File: src/rtl/dev_int_pkg.sv
// Shared constants, FSM state type and width helpers for the device interrupt controller.
package dev_int_pkg;

  localparam int unsigned CSR_ENA = 4;
  localparam int unsigned CSR_OF  = 3;
  localparam int unsigned CSR_DBA = 2;
  localparam int unsigned CSR_IO  = 1;
  localparam int unsigned CSR_IE  = 0;

  // Wide enough for the largest legal ack timeout (255).
  localparam int unsigned CNT_W = 8;

  typedef enum logic [1:0] {
    StIdle   = 2'd0,
    StArb    = 2'd1,
    StAssert = 2'd2,
    StHold   = 2'd3
  } state_e;

  function automatic int unsigned idx_w(input int unsigned n);
    return (n > 1) ? $clog2(n) : 1;
  endfunction

  function automatic int unsigned vec_of(input int unsigned base, input int unsigned idx);
    return base + idx;
  endfunction

endpackage

File: src/rtl/dev_int_pick.sv
// Combinational request picker: first pending slot at or after start, wrapping modulo NUM_DEV.
module dev_int_pick
  import dev_int_pkg::*;
#(
  parameter int unsigned NUM_DEV = 4,
  parameter int unsigned IDX_W   = idx_w(NUM_DEV)
) (
  input  logic [NUM_DEV-1:0] pend,
  input  logic [IDX_W-1:0]   start,
  output logic [IDX_W-1:0]   win,
  output logic               valid
);

  localparam logic [IDX_W:0] NDEV = (IDX_W+1)'(NUM_DEV);

  logic [NUM_DEV-1:0] rot;
  logic [IDX_W-1:0]   off;
  logic [IDX_W:0]     sum;

  // Rotate so that the start slot lands at bit 0, then take the lowest set bit.
  assign rot = NUM_DEV'({pend, pend} >> start);

  always_comb begin
    off   = '0;
    valid = 1'b0;
    for (int i = NUM_DEV - 1; i >= 0; i--) begin
      if (rot[i]) begin
        off   = IDX_W'(i);
        valid = 1'b1;
      end
    end
  end

  assign sum = {1'b0, start} + {1'b0, off};
  assign win = IDX_W'((sum >= NDEV) ? (sum - NDEV) : sum);

endmodule

File: src/rtl/dev_int_ctrl.sv
// Device interrupt controller: latches CSR request edges and schedules them onto one CPU irq.
// Define DEV_INT_RR_EN for round-robin arbitration; otherwise the lowest slot wins.
module dev_int_ctrl
  import dev_int_pkg::*;
#(
  parameter int unsigned NUM_DEV  = 4,
  parameter int unsigned VEC_W    = 4,
  parameter int unsigned VEC_BASE = 8,
  parameter int unsigned ACK_TMO  = 16
) (
  input  logic                 clk,
  input  logic                 rst_n,
  input  logic [NUM_DEV*8-1:0] csr_i,
  input  logic                 gie_i,
  input  logic                 irq_ack_i,
  output logic                 irq_o,
  output logic [VEC_W-1:0]     irq_vec_o,
  output logic [NUM_DEV-1:0]   dev_svc_o,
  output logic [NUM_DEV-1:0]   pend_o,
  output logic                 tmo_o
);

  localparam int unsigned     IDX_W    = idx_w(NUM_DEV);
  localparam logic [CNT_W-1:0] TMO_LOAD = CNT_W'(ACK_TMO);

  state_e             state_q, state_d;
  logic [NUM_DEV-1:0] req, req_q, pend_q, pend_d, clr, svc_q, svc_d, win_oh;
  logic [IDX_W-1:0]   win_q, win_d, pick_win, ptr;
  logic               pick_valid, irq_q, irq_d, tmo_q, tmo_d, expire;
  logic [VEC_W-1:0]   vec_q, vec_d;
  logic [CNT_W-1:0]   cnt_q, cnt_d;
  logic [NUM_DEV*4-1:0] csr_spare;
  logic               unused_csr;

  always_comb begin
    req       = '0;
    csr_spare = '0;
    for (int d = 0; d < NUM_DEV; d++) begin
      req[d] = csr_i[8*d+CSR_ENA] & csr_i[8*d+CSR_IE] &
               (csr_i[8*d+CSR_DBA] | csr_i[8*d+CSR_OF]);
      csr_spare[4*d +: 4] = {csr_i[8*d+5 +: 3], csr_i[8*d+CSR_IO]};
    end
  end
  assign unused_csr = ^csr_spare;

  assign win_oh = NUM_DEV'(1) << win_q;
  assign expire = (cnt_q == CNT_W'(1));
  // A fresh edge in the service cycle re-arms the slot, so set beats clear.
  assign pend_d = (pend_q & ~clr) | (req & ~req_q);

`ifdef DEV_INT_RR_EN
  logic [IDX_W-1:0] ptr_q, ptr_d;

  always_comb begin
    ptr_d = ptr_q;
    if (state_q == StAssert && (irq_ack_i || expire)) begin
      ptr_d = (win_q == IDX_W'(NUM_DEV - 1)) ? '0 : win_q + IDX_W'(1);
    end
  end

  always_ff @(posedge clk or negedge rst_n) begin
    if (!rst_n) ptr_q <= '0;
    else        ptr_q <= ptr_d;
  end

  assign ptr = ptr_q;
`else
  assign ptr = '0;
`endif

  dev_int_pick #(
    .NUM_DEV (NUM_DEV),
    .IDX_W   (IDX_W)
  ) u_pick (
    .pend  (pend_q),
    .start (ptr),
    .win   (pick_win),
    .valid (pick_valid)
  );

  always_comb begin
    state_d = state_q;
    win_d   = win_q;
    irq_d   = irq_q;
    vec_d   = vec_q;
    cnt_d   = cnt_q;
    tmo_d   = tmo_q;
    svc_d   = '0;
    clr     = '0;
    case (state_q)
      StIdle: begin
        if (gie_i && |pend_q) state_d = StArb;
      end
      StArb: begin
        if (pick_valid) begin
          win_d   = pick_win;
          irq_d   = 1'b1;
          vec_d   = VEC_W'(vec_of(VEC_BASE, 32'(pick_win)));
          cnt_d   = TMO_LOAD;
          state_d = StAssert;
        end else begin
          state_d = StIdle;
        end
      end
      StAssert: begin
        if (irq_ack_i) begin
          irq_d   = 1'b0;
          svc_d   = win_oh;
          clr     = win_oh;
          state_d = StHold;
        end else if (expire) begin
          irq_d   = 1'b0;
          tmo_d   = 1'b1;
          state_d = StIdle;
        end else begin
          cnt_d = cnt_q - CNT_W'(1);
        end
      end
      StHold: begin
        if (!irq_ack_i) state_d = StIdle;
      end
      default: state_d = StIdle;
    endcase
  end

  always_ff @(posedge clk or negedge rst_n) begin
    if (!rst_n) begin
      state_q <= StIdle;
      req_q   <= '0;
      pend_q  <= '0;
      win_q   <= '0;
      irq_q   <= 1'b0;
      vec_q   <= '0;
      cnt_q   <= '0;
      tmo_q   <= 1'b0;
      svc_q   <= '0;
    end else begin
      state_q <= state_d;
      req_q   <= req;
      pend_q  <= pend_d;
      win_q   <= win_d;
      irq_q   <= irq_d;
      vec_q   <= vec_d;
      cnt_q   <= cnt_d;
      tmo_q   <= tmo_d;
      svc_q   <= svc_d;
    end
  end

  assign irq_o     = irq_q;
  assign irq_vec_o = vec_q;
  assign dev_svc_o = svc_q;
  assign pend_o    = pend_q;
  assign tmo_o     = tmo_q;

endmodule
File: config.mk
export PLATFORM = sky130hd
export DESIGN_NAME = dev_int_ctrl
export DESIGN_NICKNAME = d
export VERILOG_FILES = /design/src/rtl/dev_int_pkg.sv /design/src/rtl/dev_int_pick.sv /design/src/rtl/dev_int_ctrl.sv
export SDC_FILE = /design/constraint.sdc
export NUM_CORES = 1
export LEC_CHECK = 0
export ABC_AREA = 1
export ABC_CLOCK_PERIOD_IN_PS = 1610
export CAP_MARGIN = 40
export CORE_MARGIN = 2
export CORE_UTILIZATION = 30
export DETAILED_ROUTE_END_ITERATION = 7
export HOLD_SLACK_MARGIN = 0.08
export PLACE_DENSITY = 0.57
export SLEW_MARGIN = 15
export SYNTH_ARGS = -nofsm -noshare
export SYNTH_HDL_FRONTEND = slang
export SYNTH_SLANG_ARGS = --single-unit
File: constraint.sdc
create_clock -name clk -period 1.61 [get_ports clk]
set_input_delay 0.322 -clock clk [delete_from_list [all_inputs] [get_ports clk]]
set_output_delay 0.322 -clock clk [all_outputs]
set_load 0.1 [all_outputs]
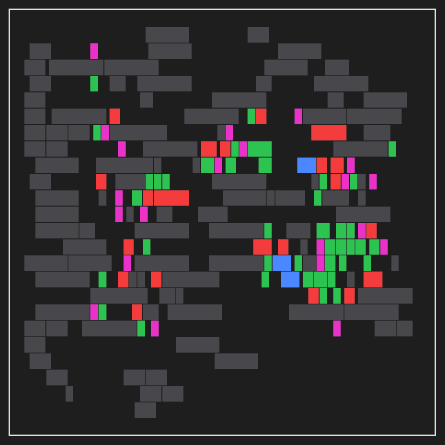
*Gate families picked out, run 1*
Scale: 6 px per um.
magenta -> inv cells  # cells 21, most used inv_1
green -> nand cells  # cells 40, most used nand2_1
blue -> xor and xnor cells  # cells 3, most used xnor2_1
red -> aoi and oai cells  # cells 21, most used o21ai_0
most common cell after layout, fill and taps aside: sky130_fd_sc_hd__nand2_1
post-layout instance count excluding filler cells: 236
combinational share of cell area: 29.7%

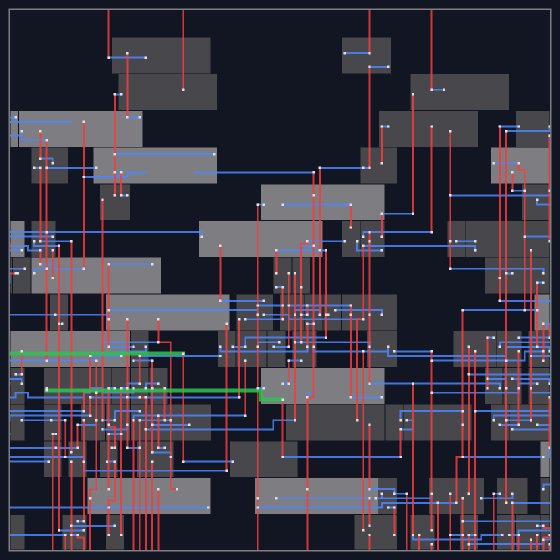
*Layout detail, run 1*
Region (15, 30) to (55, 70) um. Cells in grey, sequential cells in the stronger grey; small squares are vias.
blue -> M1
red -> M2
green -> M3
cells with their middle in the window = 77
most frequent = nand2_1 (9), inv_1 (8), dfrtp_1 (8)
sequential cells in the window = 10
netlist names of flops here include = irq_vec_o (2), pend_o (2), state_q (2)

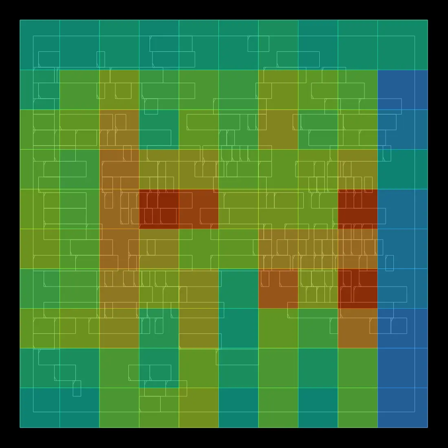
*Track usage over the die, run 1*
Routed WL per cell: 11.7 um
met1 track utilization from global routing: 15.7%
most used routing layer in global routing: met2
fraction of the core area covered by cells at the end of the flow: 44.9%
global routing usage on met3: 3.85%

==> impl_metrics.csv, run 1 <==
group,metric,value,unit
status,outcome,"finished, final reports clean",
routing,finalWirelength,2750,um
timing,setup-violations-final,0,
worst_setup_path,worst-endpoint-arrival,1.60,ns
yosys,top_cell_area_share,50.5,%
cells_and_area,top_register,"cnt_q",
global_routing,grt_max_degree,28,
cells_and_area,clockBufferCount,4,
yosys,edf_count,0,
global_routing,grt-ovfl-total,0,
power_and_ir_drop,top_power_group,"combinational cells",
global_routing,initial_antenna_violation_count,0,
power_and_ir_drop,power_switching,1.99,mW
cts,cts-hold-fix-buffers,0,
cells_and_area,num-nets-final,223,
cts,cts_max_level,1,
cells_and_area,final.signal_buffer_count,38,
cts,cts_resized,0,
power_and_ir_drop,power_density,2020,mW/mm2
worst_setup_path,crit-reg2reg-capture,"cnt_q[4]",
==> run 2, diff against run 1 <==
--- a/config.mk
+++ b/config.mk
@@ -6,8 +6,8 @@
 export NUM_CORES = 1
 export LEC_CHECK = 0
 export ABC_AREA = 1
-export ABC_CLOCK_PERIOD_IN_PS = 1610
-export CAP_MARGIN = 40
+export ABC_CLOCK_PERIOD_IN_PS = 1550
+export CAP_MARGIN = 20
 export CORE_MARGIN = 2
 export CORE_UTILIZATION = 30
 export DETAILED_ROUTE_END_ITERATION = 7
==> constraint.sdc (replaced) <==
create_clock -name clk -period 1.55 [get_ports clk]
set_input_delay 0.31 -clock clk [delete_from_list [all_inputs] [get_ports clk]]
set_output_delay 0.31 -clock clk [all_outputs]
set_load 0.1 [all_outputs]
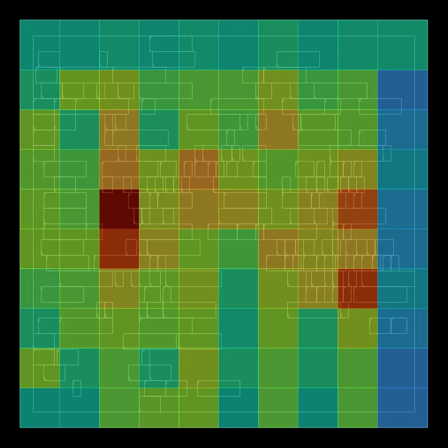
*Track usage over the die, run 2*
global routing usage on met2: 21.1%
global routing usage on met3: 3.56%

==> impl_metrics.csv, run 2 <==
group,metric,value,unit
yosys,yosysWarnings,0,
global_routing,grt_max_degree,28,
cts,cts_resized,0,
cts,cts_inserted_buffers,3,
cells_and_area,mostFrequentLayoutCell,"sky130_fd_sc_hd__nand2_1",
global_routing,top_usage_layer,"met2",
worst_setup_path,crit-reg2reg-capture,"cnt_q[4]",
cells_and_area,fin_util,44.9,%
global_routing,grt-ovfl-total,0,
routing,finalWirelength,2720,um
yosys,edf_count,0,
status,outcome,"finished, final reports clean",
yosys,postSynthCellCount,143,
routing,routedWlPerCell,11.5,um
power_and_ir_drop,top_power_group,"combinational cells",
cells_and_area,combinational_share_of_cell_area,29.7,%
cells_and_area,top_register,"cnt_q",
cells_and_area,num-nets-final,223,
worst_setup_path,worst-endpoint-arrival,1.58,ns
cells_and_area,final_cell_count_no_fill,236,
yosys,top_cell_area_share,50.5,%
global_routing,grt_use_met1,15.8,%
die,std_cell_core_area,0.00432,mm2
cells_and_area,numSequentialCells,27,
timing,postLayoutSetupSlackWorst,0.142,ns
global_routing,initial_antenna_violation_count,0,
power_and_ir_drop,power_density,2090,mW/mm2
==> run 3, diff against run 2 <==
--- a/config.mk
+++ b/config.mk
@@ -11,8 +11,8 @@
 export CORE_MARGIN = 2
 export CORE_UTILIZATION = 30
 export DETAILED_ROUTE_END_ITERATION = 7
-export HOLD_SLACK_MARGIN = 0.08
-export PLACE_DENSITY = 0.57
+export HOLD_SLACK_MARGIN = 0.05
+export PLACE_DENSITY = 0.58
 export SLEW_MARGIN = 15
 export SYNTH_ARGS = -nofsm -noshare
 export SYNTH_HDL_FRONTEND = slang
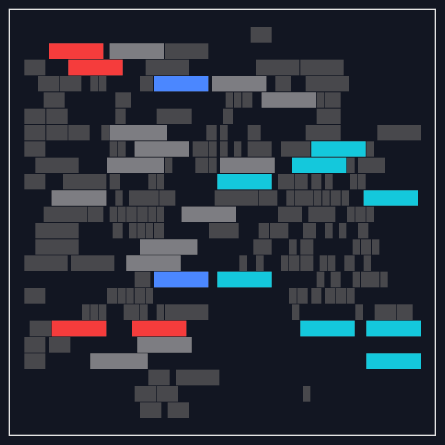
*Where the registers sit, run 3*
Scale: 6 px per um. Other sequential cells in the stronger grey, the rest of the logic in the fainter grey.
cyan -> cnt_q  # placed flops 8
red -> req_q  # placed flops 4
blue -> irq_vec_o  # placed flops 2
not coloured = 13
seq pwr: 1.22 mW
sequential standard cell area: 681 um2
fraction of the core area covered by cells at the end of the flow: 45.0%
sequential share of cell area: 35.0%

==> impl_metrics.csv, run 3 <==
group,metric,value,unit
global_routing,initial_antenna_violation_count,0,
cts,cts_resized,0,
global_routing,use_met2,22.3,%
global_routing,top_usage_layer,"met2",
worst_setup_path,worst-endpoint-arrival,1.61,ns
cts,cts-hold-fix-buffers,0,
cells_and_area,lay_top_cells,"sky130_fd_sc_hd__nand2_1 (26), sky130_fd_sc_hd__dfrtp_1 (23), sky130_fd_sc_hd__inv_1 (19), sky130_fd_sc_hd__clkdlybuf4s50_1 (19), sky130_fd_sc_hd__nor2_1 (14)",
worst_setup_path,path_delay_family,"flip-flops",
cells_and_area,top_register,"cnt_q",
global_routing,grt-ovfl-total,0,
power_and_ir_drop,top_power_group,"combinational cells",
yosys,top_cell_area_share,50.5,%
yosys,postSynthCellCount,143,
cells_and_area,final_cell_count_no_fill,236,
power_and_ir_drop,power_density,2100,mW/mm2
yosys,edf_count,0,
timing,postLayoutSetupSlackWorst,0.116,ns
cells_and_area,num-nets-final,223,
routing,post_drt_via_cell_ratio,4.60,
cells_and_area,mostFrequentLayoutCell,"sky130_fd_sc_hd__nand2_1",
status,outcome,"finished, final reports clean",
routing,routedWlPerCell,12.0,um
yosys,syn_area_per_cell,9.35,um2
timing,setup-violations-final,0,
cells_and_area,combinational_share_of_cell_area,29.6,%
yosys,synth_area_leader_cell,"sky130_fd_sc_hd__dfrtp_1",
global_routing,use_met3,4.13,%
cells_and_area,numSequentialCells,27,
worst_setup_path,critical_path.endpoint,"cnt_q[4]",
global_routing,grt_max_degree,28,
timing,final_period_minus_worst_setup_slack,1.43,ns
yosys,post_synth_instance_area,0.00134,mm2
global_routing,grt_use_met1,15.8,%
yosys,top_cells_by_count,"sky130_fd_sc_hd__dfrtp_1 (27), sky130_fd_sc_hd__nand2_1 (26), sky130_fd_sc_hd__inv_1 (19)",
Power and IR drop assume default switching activity.
